## src/rtl/mux_n_to_1_reg_pkg.sv

```systemverilog
// Shared constants and helpers for the registered N:1 multiplexer.
package mux_pkg;

    localparam logic MODE_FIXED = 1'b0;
    localparam logic MODE_RR    = 1'b1;

    // Ceiling log2; callers guarantee n >= 2.
    function automatic int clog2(input int n);
        int r;
        for (r = 0; (1 << r) < n; r++) begin
        end
        return r;
    endfunction

endpackage

```

## src/rtl/mux_n_to_1_reg_rr_arbiter.sv

```systemverilog
// Combinational round-robin arbiter: first requester at or after ptr, modulo N.
module rr_arbiter
    import mux_pkg::*;
#(
    parameter int N     = 4,
    parameter int SEL_W = clog2(N)
) (
    input  logic [N-1:0]     req,
    input  logic [SEL_W-1:0] ptr,
    output logic             grant_valid,
    output logic [SEL_W-1:0] grant_idx
);

    // Scan from farthest to nearest so the nearest requester wins the last write.
    always_comb begin
        grant_valid = 1'b0;
        grant_idx   = '0;
        for (int k = N - 1; k >= 0; k--) begin
            if (req[(int'(ptr) + k) % N]) begin
                grant_valid = 1'b1;
                grant_idx   = SEL_W'((int'(ptr) + k) % N);
            end
        end
    end

endmodule

```

## src/rtl/mux_n_to_1_reg.sv

```systemverilog
// Registered N:1 mux with valid/ready handshake, fixed or round-robin select.
// Optional even-parity output when MUX_N_PARITY_EN is defined.
module mux_n_to_1_reg
    import mux_pkg::*;
#(
    parameter int WIDTH = 32,
    parameter int N     = 4,
    parameter int SEL_W = clog2(N)
) (
    input  logic               clk,
    input  logic               rst_n,
    input  logic [N*WIDTH-1:0] in_data,
    input  logic [N-1:0]       in_valid,
    output logic [N-1:0]       in_ready,
    input  logic               mode,
    input  logic [SEL_W-1:0]   sel,
    output logic [WIDTH-1:0]   out_data,
    output logic               out_valid,
    output logic [SEL_W-1:0]   out_src,
    input  logic               out_ready
`ifdef MUX_N_PARITY_EN
   ,output logic               out_parity
`endif
);

    logic [WIDTH-1:0] r_out_data;
    logic             r_out_valid;
    logic [SEL_W-1:0] r_out_src;
    logic [SEL_W-1:0] r_rr_ptr;

    logic             w_load_en;
    logic             w_rr_gv;
    logic [SEL_W-1:0] w_rr_gidx;
    logic             w_fix_gv;
    logic             w_grant_valid;
    logic [SEL_W-1:0] w_grant_idx;
    logic             w_xfer;
    logic [WIDTH-1:0] w_sel_data;

    rr_arbiter #(.N(N), .SEL_W(SEL_W)) u_rr_arbiter (
        .req         (in_valid),
        .ptr         (r_rr_ptr),
        .grant_valid (w_rr_gv),
        .grant_idx   (w_rr_gidx)
    );

    assign w_load_en = !r_out_valid || out_ready;

    // Compare against every legal index so a sel >= N simply never matches.
    always_comb begin
        w_fix_gv = 1'b0;
        for (int i = 0; i < N; i++) begin
            if (sel == SEL_W'(i) && in_valid[i]) w_fix_gv = 1'b1;
        end
    end

    assign w_grant_valid = (mode == MODE_RR) ? w_rr_gv   : w_fix_gv;
    assign w_grant_idx   = (mode == MODE_RR) ? w_rr_gidx : sel;
    assign w_xfer        = rst_n && w_load_en && w_grant_valid;

    always_comb begin
        in_ready   = '0;
        w_sel_data = '0;
        for (int i = 0; i < N; i++) begin
            if (w_grant_idx == SEL_W'(i)) begin
                in_ready[i] = w_xfer;
                w_sel_data  = in_data[i*WIDTH +: WIDTH];
            end
        end
    end

    // Output register stage: drain and reload may happen on the same edge.
    always_ff @(posedge clk or negedge rst_n) begin
        if (!rst_n) begin
            r_out_data  <= '0;
            r_out_valid <= 1'b0;
            r_out_src   <= '0;
            r_rr_ptr    <= '0;
        end else begin
            if (w_load_en) begin
                r_out_valid <= w_xfer;
                if (w_xfer) begin
                    r_out_data <= w_sel_data;
                    r_out_src  <= w_grant_idx;
                end
            end
            if (w_xfer && mode == MODE_RR) begin
                r_rr_ptr <= (w_grant_idx == SEL_W'(N - 1)) ? '0 : w_grant_idx + SEL_W'(1);
            end
        end
    end

`ifdef MUX_N_PARITY_EN
    logic r_out_parity;

    always_ff @(posedge clk or negedge rst_n) begin
        if (!rst_n) begin
            r_out_parity <= 1'b0;
        end else if (w_load_en && w_xfer) begin
            r_out_parity <= ^w_sel_data;
        end
    end

    assign out_parity = r_out_parity;
`endif

    assign out_data  = r_out_data;
    assign out_valid = r_out_valid;
    assign out_src   = r_out_src;

endmodule

```

## config.mk

```make
export PLATFORM = sky130hd
export DESIGN_NAME = mux_n_to_1_reg
export DESIGN_NICKNAME = d
export VERILOG_FILES = /design/src/rtl/mux_n_to_1_reg_pkg.sv /design/src/rtl/mux_n_to_1_reg_rr_arbiter.sv /design/src/rtl/mux_n_to_1_reg.sv
export SDC_FILE = /design/constraint.sdc
export NUM_CORES = 1
export LEC_CHECK = 0
export ABC_AREA = 1
export CAP_MARGIN = 20
export CORE_ASPECT_RATIO = 0.6
export CORE_MARGIN = 10
export CORE_UTILIZATION = 36
export DETAILED_ROUTE_END_ITERATION = 8
export GPL_ROUTABILITY_DRIVEN = 1
export PLACE_DENSITY = 0.81
export SYNTH_ARGS = -nofsm -noshare
export SYNTH_HDL_FRONTEND = slang
export SYNTH_SLANG_ARGS = --single-unit
```

## constraint.sdc

```tcl
create_clock -name clk -period 3.1 [get_ports clk]
set_input_delay 0.62 -clock clk [delete_from_list [all_inputs] [get_ports clk]]
set_output_delay 0.62 -clock clk [all_outputs]
set_load 0.05 [all_outputs]
```

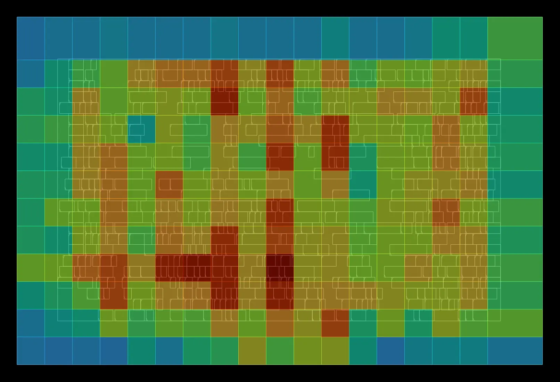
*Track usage over the die*
Routed WL per cell: 18.15 um
post-layout util: 0.6674
GRT busiest layer: met2
met1 Use GR: 0.2199

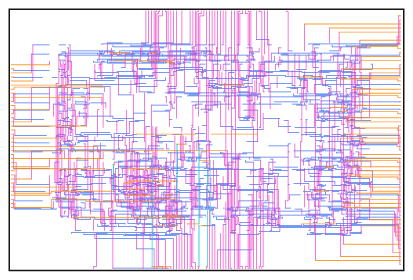
*Wiring by layer*
Scale: 3 px per um.
legend:
  met2:
    color: magenta
    wire_length: 5400 um
  met3:
    color: orange
    wire_length: 1420 um
  met1:
    color: blue
    wire_length: 4670 um
  met4:
    color: cyan
    wire_length: 160 um
WL final: 11.65 mm
Global Route Usage Sum: 0.1930
Vias: 3326

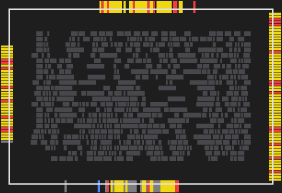
*Pin placement*
Scale: 2 px per um. Pins as bars across the die edge, other pins in gray.
legend:
  `mode`:
    color: blue
    pins: 1
    direction: input
    edge: south
  `out_data`:
    color: red
    pins: 32
    direction: output
    edge: 12 east, 8 west, 8 north, 4 south
  `in_data`:
    color: yellow
    pins: 128
    direction: input
    edge: 50 east, 32 north, 27 west, 19 south
all pins by edge: 62 east, 40 north, 39 south, 36 west
Port Buffers: 176
die width: 131.0 um
die span in y: 86.59 um

==> GITHUB_STEP_SUMMARY <==
## Implementation flow summary

| Metric | Value |
|---|---|
| Outcome | completed |
| CTS buffer count | 5 |
| Crit path DRT | 2.48 ns |
| Final Cell Area | 0.004810 sq mm |
| Tool Warnings | 31 |
| Uppermost layer routed | met4 |
| Final setup vio count | 0 |
| Cells on worst reg2reg path | 17 |
| MUX area fraction | 0 |
| Cells after synthesis | 381 |
| Cell Area, Synth | 0.002660 sq mm |
| Yosys Warn Count | 0 |
| Initial antenna violation count | 0 |
| Dpl hpwl | 8.886 mm |
| Gpl congestion | 0.9094 |
| Synth logic family | simple AND/OR/NAND/NOR gates |
| Setup TNS | 0 ns |
| Final Critical Period | 2.962 ns |
| # diodes | 0 |
| Area share, top type | 0.3481 |
| Mapped Nets | 523 |
| Yosys adder share | 0.01881 |
| Hold buffer count at CTS | 0 |
| Xor+xnor area frac | 0.003293 |
| Worst-path clk slew | 0.05 ns |
| Predominant post-synthesis flop cell | dfrtp_1 |
| Peak supply drop | 421.8 uV |
| Average size of a mapped cell | 6.982 sq um |
| DP Area | 0.004557 sq mm |
| Via density | 5.181 |
| Fmax | 337.6 MHz |
| Post-route DRC | 0 |
| RSZ-0062 raised after global routing | no |
| WL met1 | 4.674 mm |
| Final Skew | 0.002450 ns |
| Reg2reg setup slack | 0.42 ns |
| R2r startpoint | r_rr_ptr[0] |
| Drt pass-1 iters | 4 |
| Vias in the first global route | 3415 |
| Tightest Pin Transition | 0.6735 ns |
| Yosys simple share | 0.2949 |
| M3 GR Usage | 0.08598 |
| I/O pins | 177 |
| Clk latency late pin | 0.27 ns |
| Maximum fanout along the worst path | 6 |
| Yosys stat chip area | 0.002660 sq mm |
| Post-CTS Setup Bufs | 1 |
| Synth-to-layout area growth | 80.81% |
| Layout cells sized above 1 | 0.1053 |
| Filler cell count | 591 |
| Biggest area consumer among synthesized cells | dfrtp_1 |
| Comb area | 0.001638 sq mm |
| Period utilisation layout | 0.9556 |
| Commonest cells in the netlist | nand2_1 (132), nand3_1 (43), dfrtp_1 (37) |
| Largest net degree at the start of global routing | 69 |
| Clock root cell | clkbuf_16 |
| DR WL met3 | 1.423 mm |
| Die ar. | 0.01134 sq mm |
| Hold/Removal Path Class | primary input to asynchronous set/reset pin |
| Pwr/cell area | 974.0 mW/mm^2 |
| Final Hold Fails | 0 |
| CP endpoint kind | output port |
| H-Tree Depth | 2 |
| Core Util at FP | 0.3691 |
| Count of unique library cells instantiated by Yosys | 22 |
| Area fraction in compound gates | 0.2578 |
| RR Endpoint | out_data[12] |
| GRT overflow | 0 |
| Worst Setup EP | in_ready[0] |
| Worst setup path startpoint | mode |
| Metal2 WL | 5.396 mm |
| Sinks on Clock Net | 37 |
| Post-cts resize count | 7 |
| DRT iter0 DRCs | 213 |
| CTS Buffer Depth | 2 |
| Cell with the most instances after synthesis | nand2_1 |
| Post-synth EDFFs | 0 |
| Setup CP Type | primary input to output port |
| CTS tree | done |
| MaxCap Viol Count | 0 |
| Slew margin rel. | 0.5510 |
| Final Max Tran Viols | 0 |
| Yosys reg bits | 37 |
| Nets | 694 |
| P_leak | 2.007 nW |
| Routed Antenna Nets | 0 |
| Post-synth ARST share | 1.000 |
| Yosys stat cell total | 381 |
| Startpoint Class | primary input |
| Register share after synthesis | 0.3481 |
| Global routing usage on met2 | 0.3259 |
| First-pass GRT wire length | 17.71 mm |
| Row cnt | 24 |
| Core area | 0.007207 sq mm |
| Flip-flop and latch area | 927.1 sq um |
| Main area contributors | dfrtp_1 (35%), nand2_1 (19%), o211ai_1 (9.0%) |
| Worst path arrival time | 2.34 ns |
[report_power, final]
group | internal (mW) | switching (mW)
logic | 1.27 | 2.08
clock network | 0.286 | 0.169
registers | 0.723 | 0.162
total | 2.28 | 2.41
[area by class of cell]
cell class                      count  share of cell area
Multi-Input combinational cell    298              0.3405
Sequential cell                    37              0.1928
Clock inverter                      1            0.001041
Clock buffer                        5             0.02601
Timing Repair Buffer              193              0.4022
Tap cell                           91             0.02367
Inverter                           17             0.01379
[critical path: stages]
cell and delay (ns):
clkdlybuf4s50_1 0.62, nand2_1 0.08, o21bai_1 0.18, o21ai_2 0.23, inv_2 0.08, ha_1 0.18
inv_1 0.12, nor2_2 0.07, buf_12 0.15
[cell usage in the layout (no fill, tap or decap), drive strengths merged, types with 4 or more instances in the layout]
| master | count |
|---|---|
| o21ai | 6 |
| inv | 17 |
| nor2 | 10 |
| nand2 | 134 |
| o21a | 32 |
| dfrtp | 37 |
| clkbuf | 5 |
| o211ai | 32 |
| clkdlybuf4s50 | 167 |
| buf | 22 |
| nand3 | 43 |
| dlymetal6s2s | 4 |
| a21oi | 32 |
| ha | 4 |
[metrics by stage]
stage | hold slack, ns | worst slack (ns) | util | total power [mW] | instances
2_1_floorplan | 0.3244 | -0.05828 | - | 2.973 | 381
3_3_place_gp | 0.4648 | -0.03087 | 0.6323 | 4.027 | 634
3_5_place_dp | 0.4657 | -0.1505 | 0.6323 | 4.116 | 634
4_1_cts | 0.4409 | -0.01575 | 0.6550 | 4.621 | 641
5_1_grt | 0.4724 | 0.04677 | 0.6674 | 5.007 | 642
6_report | 0.4163 | 0.1378 | 0.6674 | 4.685 | 642
[sequential cells by signal, indices dropped and copies added (netlist names)]
name       flops
out_src        2
out_valid      1
r_rr_ptr       2
out_data      32
Power is estimated from default activity; no workload was simulated.
